[config.mk]
export PLATFORM = sky130hd
export DESIGN_NAME = segment_scan_ctrl
export DESIGN_NICKNAME = d
export VERILOG_FILES = /design/src/rtl/segment_pkg.sv /design/src/rtl/segment_ram_txt.sv /design/src/rtl/segment_scan_ctrl.sv
export SDC_FILE = /design/constraint.sdc
export NUM_CORES = 1
export LEC_CHECK = 0
export CAP_MARGIN = 30
export CORE_MARGIN = 5
export CORE_UTILIZATION = 55
export DETAILED_ROUTE_END_ITERATION = 6
export PLACE_DENSITY_LB_ADDON = 0.15
export SLEW_MARGIN = 10
export SYNTH_ARGS = -nofsm -noshare
export SYNTH_HDL_FRONTEND = slang
export SYNTH_SLANG_ARGS = --single-unit
[constraint.sdc]
create_clock -name i_clk -period 3.4 [get_ports i_clk]
set_clock_uncertainty 0.1 [all_clocks]
set_input_delay 0.51 -clock i_clk [delete_from_list [all_inputs] [get_ports i_clk]]
set_output_delay 0.51 -clock i_clk [all_outputs]
set_load 0.02 [all_outputs]
[src/rtl/segment_pkg.sv]
// Shared types and constants for the 7-segment scan controller.
package segment_pkg;

    typedef enum logic {S_BLANK = 1'b0, S_DRIVE = 1'b1} scan_state_t;

    localparam logic [6:0] SEG_OFF   = 7'h7F;
    localparam logic [7:0] CHAR_DASH = 8'h24;

endpackage

[src/rtl/segment_ram_txt.sv]
// Text character table: character code -> active-low segments {g,f,e,d,c,b,a}.
// Codes 0x00-0x0F are hex digits, 0x10-0x23 letters, 0x24 is '-', anything above is blank.
module segment_ram_txt
    import segment_pkg::*;
(
    input  logic [7:0] i_code,
    output logic [6:0] o_seg
);

    always_comb begin
        o_seg = SEG_OFF;
        case (i_code)
            8'h00: o_seg = 7'h40;
            8'h01: o_seg = 7'h79;
            8'h02: o_seg = 7'h24;
            8'h03: o_seg = 7'h30;
            8'h04: o_seg = 7'h19;
            8'h05: o_seg = 7'h12;
            8'h06: o_seg = 7'h02;
            8'h07: o_seg = 7'h78;
            8'h08: o_seg = 7'h00;
            8'h09: o_seg = 7'h10;
            8'h0A: o_seg = 7'h08;
            8'h0B: o_seg = 7'h03;
            8'h0C: o_seg = 7'h46;
            8'h0D: o_seg = 7'h21;
            8'h0E: o_seg = 7'h06;
            8'h0F: o_seg = 7'h0E;
            // Letters that have no clean 7-segment form use the nearest readable shape.
            8'h10: o_seg = 7'h42;
            8'h11: o_seg = 7'h09;
            8'h12: o_seg = 7'h79;
            8'h13: o_seg = 7'h61;
            8'h14: o_seg = 7'h0A;
            8'h15: o_seg = 7'h47;
            8'h16: o_seg = 7'h48;
            8'h17: o_seg = 7'h2B;
            8'h18: o_seg = 7'h23;
            8'h19: o_seg = 7'h0C;
            8'h1A: o_seg = 7'h18;
            8'h1B: o_seg = 7'h2F;
            8'h1C: o_seg = 7'h12;
            8'h1D: o_seg = 7'h07;
            8'h1E: o_seg = 7'h41;
            8'h1F: o_seg = 7'h63;
            8'h20: o_seg = 7'h55;
            8'h21: o_seg = 7'h09;
            8'h22: o_seg = 7'h11;
            8'h23: o_seg = 7'h24;
            8'h24: o_seg = 7'h3F;
            default: o_seg = SEG_OFF;
        endcase
    end

endmodule

[src/rtl/segment_scan_ctrl.sv]
// Time-multiplexed scan controller for a common-anode 7-segment display.
// Optional SEGMENT_BLINK_EN adds per-digit blinking via i_blink.
//   state   | meaning
//   S_BLANK | first BLANK_CYC cycles of a slot, all anodes off
//   S_DRIVE | rest of the slot, anode idx on, segments from snapshot code
module segment_scan_ctrl #(
    parameter int DIGITS    = 4,
    parameter int CLK_HZ    = 50_000_000,
    parameter int SCAN_HZ   = 1_000,
    parameter int BLANK_CYC = 64,
    parameter int BLINK_HZ  = 2
) (
    input  logic                        i_clk,
    input  logic                        i_rst,
    input  logic                        i_en,
    input  logic                        i_we,
    input  logic [$clog2(DIGITS)-1:0]   i_addr,
    input  logic [7:0]                  i_data,
    input  logic                        i_dp,
`ifdef SEGMENT_BLINK_EN
    input  logic [DIGITS-1:0]           i_blink,
`endif
    output logic [DIGITS-1:0]           o_an,
    output logic [6:0]                  o_seg,
    output logic                        o_dp,
    output logic                        o_frame
);
    import segment_pkg::*;

    localparam int PERIOD = CLK_HZ / SCAN_HZ;
    localparam int CW     = $clog2(PERIOD);
    localparam int AW     = $clog2(DIGITS);
    localparam logic [CW-1:0] CNT_LAST   = CW'(PERIOD - 1);
    localparam logic [CW-1:0] BLANK_LAST = CW'(BLANK_CYC - 1);
    localparam logic [AW-1:0] IDX_LAST   = AW'(DIGITS - 1);

    if (PERIOD < BLANK_CYC + 2) begin : g_bad_period
        $error("segment_scan_ctrl: PERIOD %0d shorter than BLANK_CYC+2", PERIOD);
    end

    logic addr_ok;
    if (DIGITS == (1 << AW)) begin : g_addr_full
        assign addr_ok = 1'b1;
    end else begin : g_addr_part
        assign addr_ok = ({1'b0, i_addr} < (AW + 1)'(DIGITS));
    end

    scan_state_t       state_q, state_d;
    logic [CW-1:0]     cnt_q, cnt_d;
    logic [AW-1:0]     idx_q, idx_d;
    logic [7:0]        chr_q [DIGITS];
    logic [7:0]        chr_d [DIGITS];
    logic [DIGITS-1:0] dpm_q, dpm_d;
    logic [7:0]        code_q, code_d;
    logic              dps_q, dps_d;
    logic [DIGITS-1:0] an_q, an_d;
    logic [6:0]        seg_q, seg_d;
    logic              dpo_q, dpo_d;
    logic [7:0]        snap_code;
    logic              snap_dp;
    logic [6:0]        tbl_seg;

`ifdef SEGMENT_BLINK_EN
    localparam int BLINK_HALF = CLK_HZ / (2 * BLINK_HZ);
    localparam int BW = (BLINK_HALF > 1) ? $clog2(BLINK_HALF) : 1;
    localparam logic [BW-1:0] BLINK_LAST = BW'(BLINK_HALF - 1);

    logic [BW-1:0] bcnt_q, bcnt_d;
    logic          phase_q, phase_d;

    always_comb begin
        bcnt_d  = bcnt_q;
        phase_d = phase_q;
        if (i_en) begin
            if (bcnt_q == BLINK_LAST) begin
                bcnt_d  = '0;
                phase_d = ~phase_q;
            end else begin
                bcnt_d = bcnt_q + BW'(1);
            end
        end
    end

    always_ff @(posedge i_clk) begin
        if (i_rst) begin
            bcnt_q  <= '0;
            phase_q <= 1'b1;
        end else begin
            bcnt_q  <= bcnt_d;
            phase_q <= phase_d;
        end
    end
`endif

    // A snapshot reads the registered buffer, so a same-cycle write lands one slot later.
    assign snap_code = (cnt_q == '0) ? chr_q[idx_q] : code_q;
    assign snap_dp   = (cnt_q == '0) ? dpm_q[idx_q] : dps_q;

    segment_ram_txt u_txt (
        .i_code (snap_code),
        .o_seg  (tbl_seg)
    );

    always_comb begin
        chr_d = chr_q;
        dpm_d = dpm_q;
        if (i_we && addr_ok) begin
            chr_d[i_addr] = i_data;
            dpm_d[i_addr] = i_dp;
        end

        code_d  = snap_code;
        dps_d   = snap_dp;
        state_d = state_q;
        cnt_d   = cnt_q + CW'(1);
        idx_d   = idx_q;

        if (!i_en) begin
            state_d = S_BLANK;
            cnt_d   = '0;
            idx_d   = '0;
        end else begin
            unique case (state_q)
                S_BLANK: if (cnt_q == BLANK_LAST) state_d = S_DRIVE;
                S_DRIVE: if (cnt_q == CNT_LAST) begin
                    cnt_d   = '0;
                    idx_d   = (idx_q == IDX_LAST) ? '0 : idx_q + AW'(1);
                    state_d = S_BLANK;
                end
            endcase
        end

        an_d  = '1;
        seg_d = SEG_OFF;
        dpo_d = 1'b1;
        if (state_d == S_DRIVE) begin
            an_d[idx_d] = 1'b0;
            seg_d       = tbl_seg;
            dpo_d       = ~snap_dp;
`ifdef SEGMENT_BLINK_EN
            if (!phase_q && i_blink[idx_d]) begin
                seg_d = SEG_OFF;
                dpo_d = 1'b1;
            end
`endif
        end
    end

    always_ff @(posedge i_clk) begin
        if (i_rst) begin
            state_q <= S_BLANK;
            cnt_q   <= '0;
            idx_q   <= '0;
            chr_q   <= '{default: CHAR_DASH};
            dpm_q   <= '0;
            code_q  <= CHAR_DASH;
            dps_q   <= 1'b0;
            an_q    <= '1;
            seg_q   <= SEG_OFF;
            dpo_q   <= 1'b1;
        end else begin
            state_q <= state_d;
            cnt_q   <= cnt_d;
            idx_q   <= idx_d;
            chr_q   <= chr_d;
            dpm_q   <= dpm_d;
            code_q  <= code_d;
            dps_q   <= dps_d;
            an_q    <= an_d;
            seg_q   <= seg_d;
            dpo_q   <= dpo_d;
        end
    end

    assign o_an    = an_q;
    assign o_seg   = seg_q;
    assign o_dp    = dpo_q;
    assign o_frame = i_en && (idx_q == IDX_LAST) && (cnt_q == CNT_LAST);

endmodule

==> impl_metrics.csv, run 1 <==
group,metric,value,unit
run_status,status,"completed",
yosys,netlist_instances,399,
final_timing,hold_viol,0,
layout,regMostFlops,"chr_q",
route,vias_per_cell,5.88,
critical_path,crit_required,3530,ps
yosys,synth_area,3730,µm²
yosys,synth_cell_types,62,
route,routedWlPerCell,15.7,µm
floorplan,io_pins,28,
power_and_ir_drop,leakage,1.65,nW
clock_tree,cts_setup_buffers,0,
yosys,synth.cellmix.xorXnorShare,3.06,%
route,ant_nets,0,
global_route,antenna_found_initial,0,
layout,comb_cells,293,
final_timing,relSlewSlack,53.5,%
critical_path,rr_endpoint,"o_seg[0]$_SDFF_PP1_",
clock_tree,cts_resized,0,
critical_path,cp_slowest_cell,"nor4_1",
route,dr.pass1.iters,5,
layout,fillers,575,
worst_hold_path,hold_depth,2,
layout,clkCellAreaFrac,5.43,%
yosys,syn_avg_cell_area,9.34,µm²
placement,dp_worst_setup_slack,382,ps
power_and_ir_drop,p_clk_share,41.7,%
placement,numPortBuffers,27,
yosys,ys_sh_aoi,11.7,%
yosys,area_leaders,"dfxtp_1 (41%), mux2i_1 (5.6%), nand2_1 (5.5%)",
power_and_ir_drop,power_frac_comb,9.8,%
global_route,grt_usage,19.9,%
critical_path,critical_path_cell_count,10,
final_timing,slew_viol_final,0,
yosys,edf_count,0,
route,drc,0,
critical_path,path_class,"flop to flop",
yosys,synth_top_cell_by_area,"dfxtp_1",
layout,n_antenna_cell,0,
floorplan,die_y,92.3,µm
layout,largest_cell_class,"multi-input combinational cells",
layout,reg.largest.list,"chr_q: 32 flops, cnt_q: 16 flops, code_q: 8 flops",
layout,n_all_buffers,37,
yosys,yosys_warnings,0,
clock_tree,clkSinkCount,76,
final_timing,setup_violations,0,
Fig. 1: run 1, register map, names as in the netlist
(4 px per µm) Other sequential cells in the stronger grey, the rest of the logic in the fainter grey.
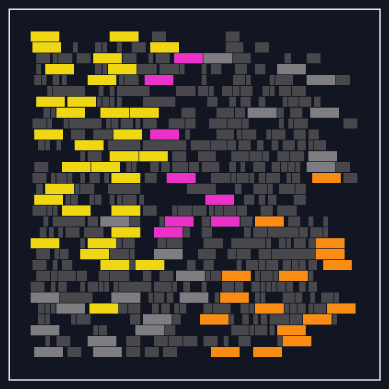
`code_q`: marked magenta, sequential cells 8, where centre. `chr_q`: marked yellow, sequential cells 32. `cnt_q`: marked orange, sequential cells 16, where south-east.
Seq. pwr: 0.919 mW
final core utilization: 64.1%
sequential cell area share: 35.5%
Reg area: 1520 µm²

Fig. 2: run 1, cell outlines without signal wires
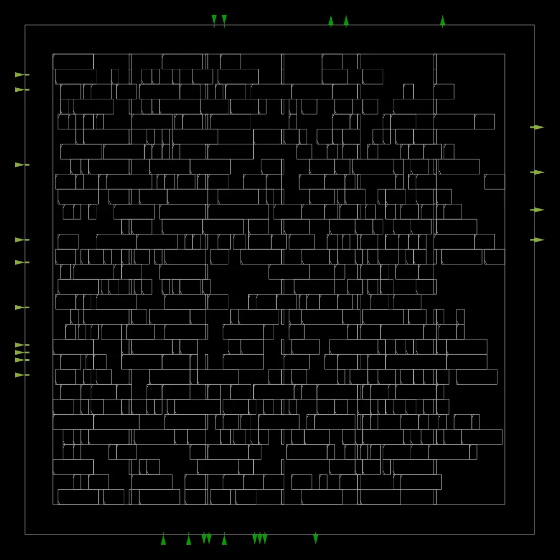
core area: 6680 µm²
site row count: 30
sequential cells: 76
Finished Layout Cells: 512

Fig. 3: run 1, placed cells, one colour a class
(4 px per µm)
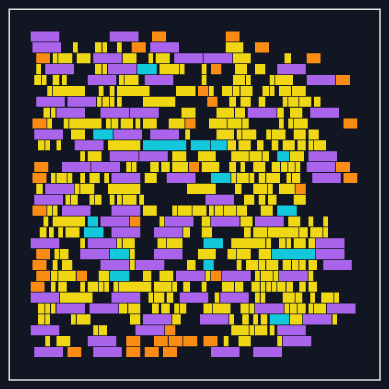
registers: marked purple, cells 76, share of their area 36%. remaining logic cells: marked yellow, cells 303, share of their area 50%. remaining buffers and delay cells: marked orange, cells 37, share of their area 8.3%. clock drivers and dummy loads: marked cyan, cells 16, share of their area 5.6%.
fin area: 4280 µm²

Fig. 4: run 1, signal wires on met3
(3 px per µm)
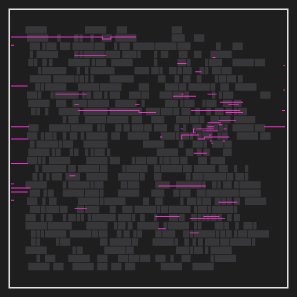

## Run 2: what changed since run 1
--- a/config.mk
+++ b/config.mk
@@ -5,8 +5,9 @@
 export SDC_FILE = /design/constraint.sdc
 export NUM_CORES = 1
 export LEC_CHECK = 0
+export ABC_CLOCK_PERIOD_IN_PS = 3400
 export CAP_MARGIN = 30
-export CORE_MARGIN = 5
+export CORE_MARGIN = 3
 export CORE_UTILIZATION = 55
 export DETAILED_ROUTE_END_ITERATION = 6
 export PLACE_DENSITY_LB_ADDON = 0.15
Fig. 5: run 2, signal wires on met3
(3 px per µm)
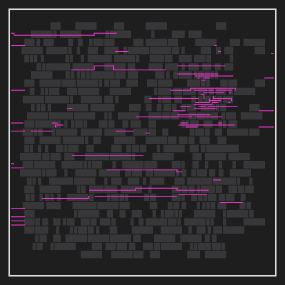
The wires run mostly horizontal. 44 nets have wire on it. The layer holds 6.5% of the routed length.
GR Layer Usage met3: 7.36%
final WL: 8030 µm

Fig. 6: run 2, register map, names as in the netlist
(4 px per µm) Other sequential cells in the stronger grey, the rest of the logic in the fainter grey.
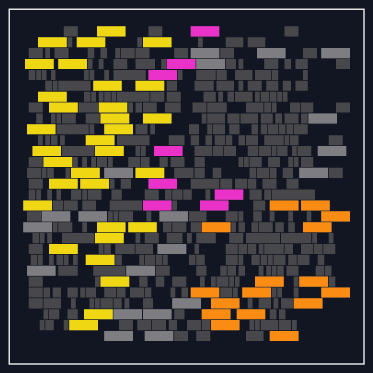
`cnt_q`: marked orange, sequential cells 16, where south-east. `code_q`: marked magenta, sequential cells 8. `chr_q`: marked yellow, sequential cells 32.
Another 20 sequential cells are not coloured.
sequential cell area share: 35.8%
final core utilization: 65.8%

==> impl_metrics.csv, run 2 <==
group,metric,value,unit
run_status,status,"completed",
layout,fillers,569,
final_timing,relSlewSlack,53.5,%
yosys,synth_top_cell_by_area,"dfxtp_1",
critical_path,path_class,"flop to output port",
placement,numPortBuffers,27,
route,vias,2969,
critical_path,critical_path_cell_count,5,
final_timing,hold_slack,353,ps
global_route,first_global_vias,2865,
layout,n_antenna_cell,0,
layout,largest_cell_class,"multi-input combinational cells",
layout,n_clock_buffer,9,
floorplan,io_pins,28,
route,vias_per_cell,5.82,
power_and_ir_drop,p_clk_share,38.6,%
power_and_ir_drop,power_frac_comb,10.4,%
floorplan,dieWidth,88.3,µm
route,met3_length,520,µm
route,routed.top_layer,"met4",
clock_tree,cts_setup_buffers,0,
global_route,antenna_found_initial,0,
floorplan,die_y,88.3,µm
final_timing,slew_viol_final,0,
yosys,ys_ff,76,
power_and_ir_drop,top_power_group,"registers",
yosys,netlist_instances,399,
yosys,syn_avg_cell_area,9.34,µm²
route,routedWlPerCell,15.7,µm
global_route,grt_usage,22.1,%
final_timing,setup_violations,0,
layout,comb_cells,293,
layout,seq_cells,76,
route,dr.pass1.iters,5,
yosys,fa_ha_area_share,4.03,%
yosys,synth_cell_types,62,
layout,regMostFlops,"chr_q",
yosys,yosys_warnings,0,
critical_path,rr_endpoint,"o_seg[0]$_SDFF_PP1_",
layout,ff_latch_area,1520,µm²
route,ant_nets,0,
route,met1_length,3470,µm
layout,reg.largest.list,"chr_q: 32 flops, cnt_q: 16 flops, code_q: 8 flops",
yosys,area_leaders,"dfxtp_1 (41%), mux2i_1 (5.6%), nand2_1 (5.5%)",
placement,dp_worst_setup_slack,487,ps
critical_path,critPathMaxStageDelay,640,ps
yosys,ys_sh_aoi,11.7,%
critical_path,reg2regPathDepth,10,
critical_path,cp_slowest_cell,"clkdlybuf4s50_1",
critical_path,crit_required,2790,ps
yosys,synth.cellmix.xorXnorShare,3.06,%
floorplan,coreArea,6460,µm²
critical_path,path_delay_family,"simple AND/OR/NAND/NOR gates",
final_timing,hold_viol,0,
clock_tree,clkSinkCount,76,
power_and_ir_drop,powerSeq,0.919,mW
power_and_ir_drop,leakage,1.64,nW
floorplan,rows,29,
layout,final_cells,510,
yosys,edf_count,0,
yosys,synth_area,3730,µm²
route,drc,0,
clock_tree,cts_resized,0,
layout,comb_area_share,48.0,%
layout,clkCellAreaFrac,4.62,%
worst_hold_path,hold_depth,2,
Fig. 7: run 2, cells by drive strength
(4 px per µm)
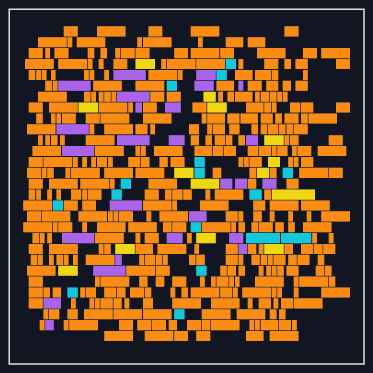
x3 and x4: marked cyan, cells 16, share 3.7%. x1 and smaller: marked orange, cells 377, share 87%. x2: marked purple, cells 26, share 6.0%. x6 and larger: marked yellow, cells 14, share 3.2%.
setup slack after layout: 328 ps
fin area: 4250 µm²
Non-clock buffers: 38
Area Overhead vs Synth: 14.1%

Fig. 8: run 2, cell outlines without signal wires
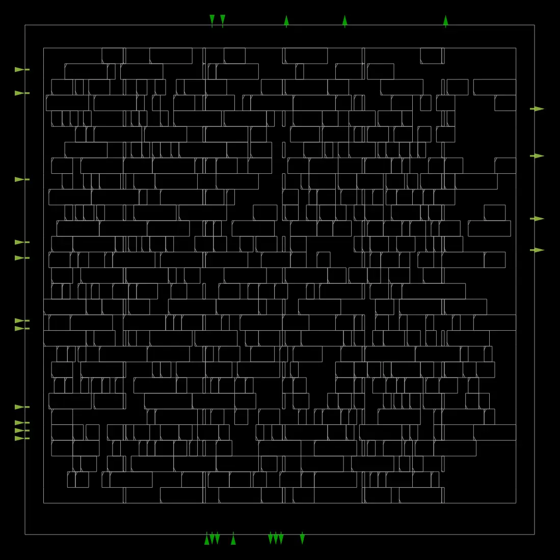

## Run 3: what changed since run 2
--- a/config.mk
+++ b/config.mk
@@ -5,10 +5,10 @@
 export SDC_FILE = /design/constraint.sdc
 export NUM_CORES = 1
 export LEC_CHECK = 0
-export ABC_CLOCK_PERIOD_IN_PS = 3400
 export CAP_MARGIN = 30
+export CORE_ASPECT_RATIO = 1.2
 export CORE_MARGIN = 3
-export CORE_UTILIZATION = 55
+export CORE_UTILIZATION = 50
 export DETAILED_ROUTE_END_ITERATION = 6
 export PLACE_DENSITY_LB_ADDON = 0.15
 export SLEW_MARGIN = 10
Fig. 9: run 3, cell outlines without signal wires
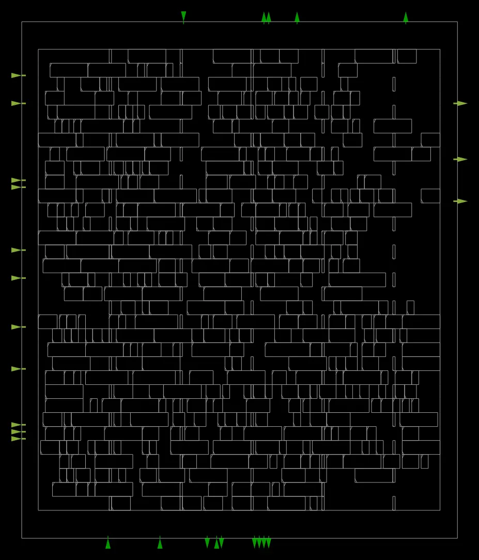
num tapcells: 87
core area: 7020 µm²

Fig. 10: run 3, placed cells, one colour a class
(4 px per µm)
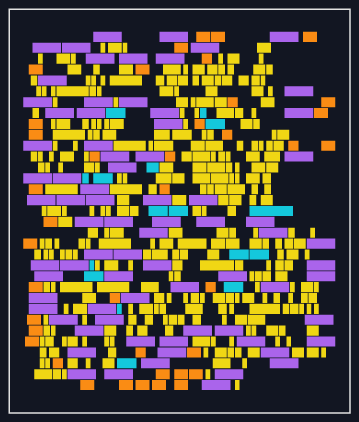
registers: marked purple, cells 76, share of their area 37%. clock drivers and dummy loads: marked cyan, cells 16, share of their area 4.7%. remaining logic cells: marked yellow, cells 303, share of their area 50%. remaining buffers and delay cells: marked orange, cells 39, share of their area 8.7%.
site row count: 33
fin area: 4270 µm²

==> impl_metrics.csv, run 3 <==
group,metric,value,unit
run_status,status,"completed",
floorplan,dieWidth,84.8,µm
layout,regMostFlops,"chr_q",
yosys,ys_sh_aoi,11.7,%
clock_tree,cts_setup_buffers,0,
layout,final_cells,521,
yosys,yosys_warnings,0,
placement,dp_worst_setup_slack,318,ps
critical_path,reg2regPathDepth,9,
yosys,ys_ff,76,
route,routed_wl,8170,µm
critical_path,rr_endpoint,"o_seg[0]$_SDFF_PP1_",
yosys,synth_cell_types,62,
layout,n_antenna_cell,0,
final_timing,slew_viol_final,0,
power_and_ir_drop,power_frac_comb,10.5,%
layout,clkCellAreaFrac,4.54,%
clock_tree,cts_resized,0,
critical_path,critical_path_cell_count,9,
floorplan,io_pins,28,
final_timing,hold_viol,0,
route,routedWlPerCell,15.7,µm
final_timing,hold_slack,354,ps
layout,n_all_buffers,39,
route,met3_length,257,µm
route,vias,2985,
yosys,syn_avg_cell_area,9.34,µm²
yosys,fa_ha_area_share,4.03,%
final_timing,setup_violations,0,
layout,n_clock_buffer,12,
layout,comb_cells,293,
layout,fillers,644,
critical_path,path_class,"flop to flop",
yosys,synth_area,3730,µm²
worst_hold_path,hold_depth,2,
power_and_ir_drop,p_clk_share,38.1,%
critical_path,path_delay_family,"simple AND/OR/NAND/NOR gates",
yosys,area_leaders,"dfxtp_1 (41%), mux2i_1 (5.6%), nand2_1 (5.5%)",
placement,numPortBuffers,27,
power_and_ir_drop,leakage,1.65,nW
route,dr.pass1.iters,4,
final_timing,timing.final.ws_setup,291,ps
global_route,use_met1,25.1,%
yosys,netlist_instances,399,
route,drc,0,
critical_path,critPathMaxStageDelay,410,ps
layout,syn2layout_area_growth,14.7,%
clock_tree,clkSinkCount,76,
final_timing,rsz0062_at_grt,"false",
yosys,edf_count,0,
power_and_ir_drop,top_power_group,"registers",
global_route,grt_usage,20.7,%
Fig. 11: run 3, register map, names as in the netlist
(4 px per µm) Other sequential cells in the stronger grey, the rest of the logic in the fainter grey.
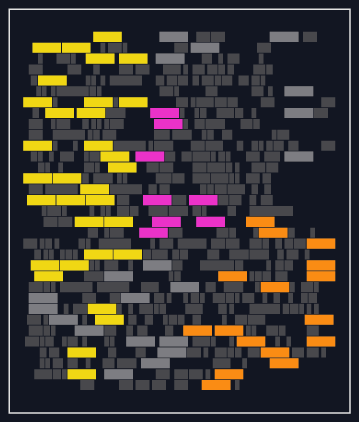
`chr_q`: marked yellow, sequential cells 32, where a vertical strip on the left. `cnt_q`: marked orange, sequential cells 16, where south-east. `code_q`: marked magenta, sequential cells 8, where centre.
sequential cell area share: 35.6%
Seq. pwr: 0.920 mW
final core utilization: 60.9%

No activity file was given, so power comes from the tool's default toggle rates.
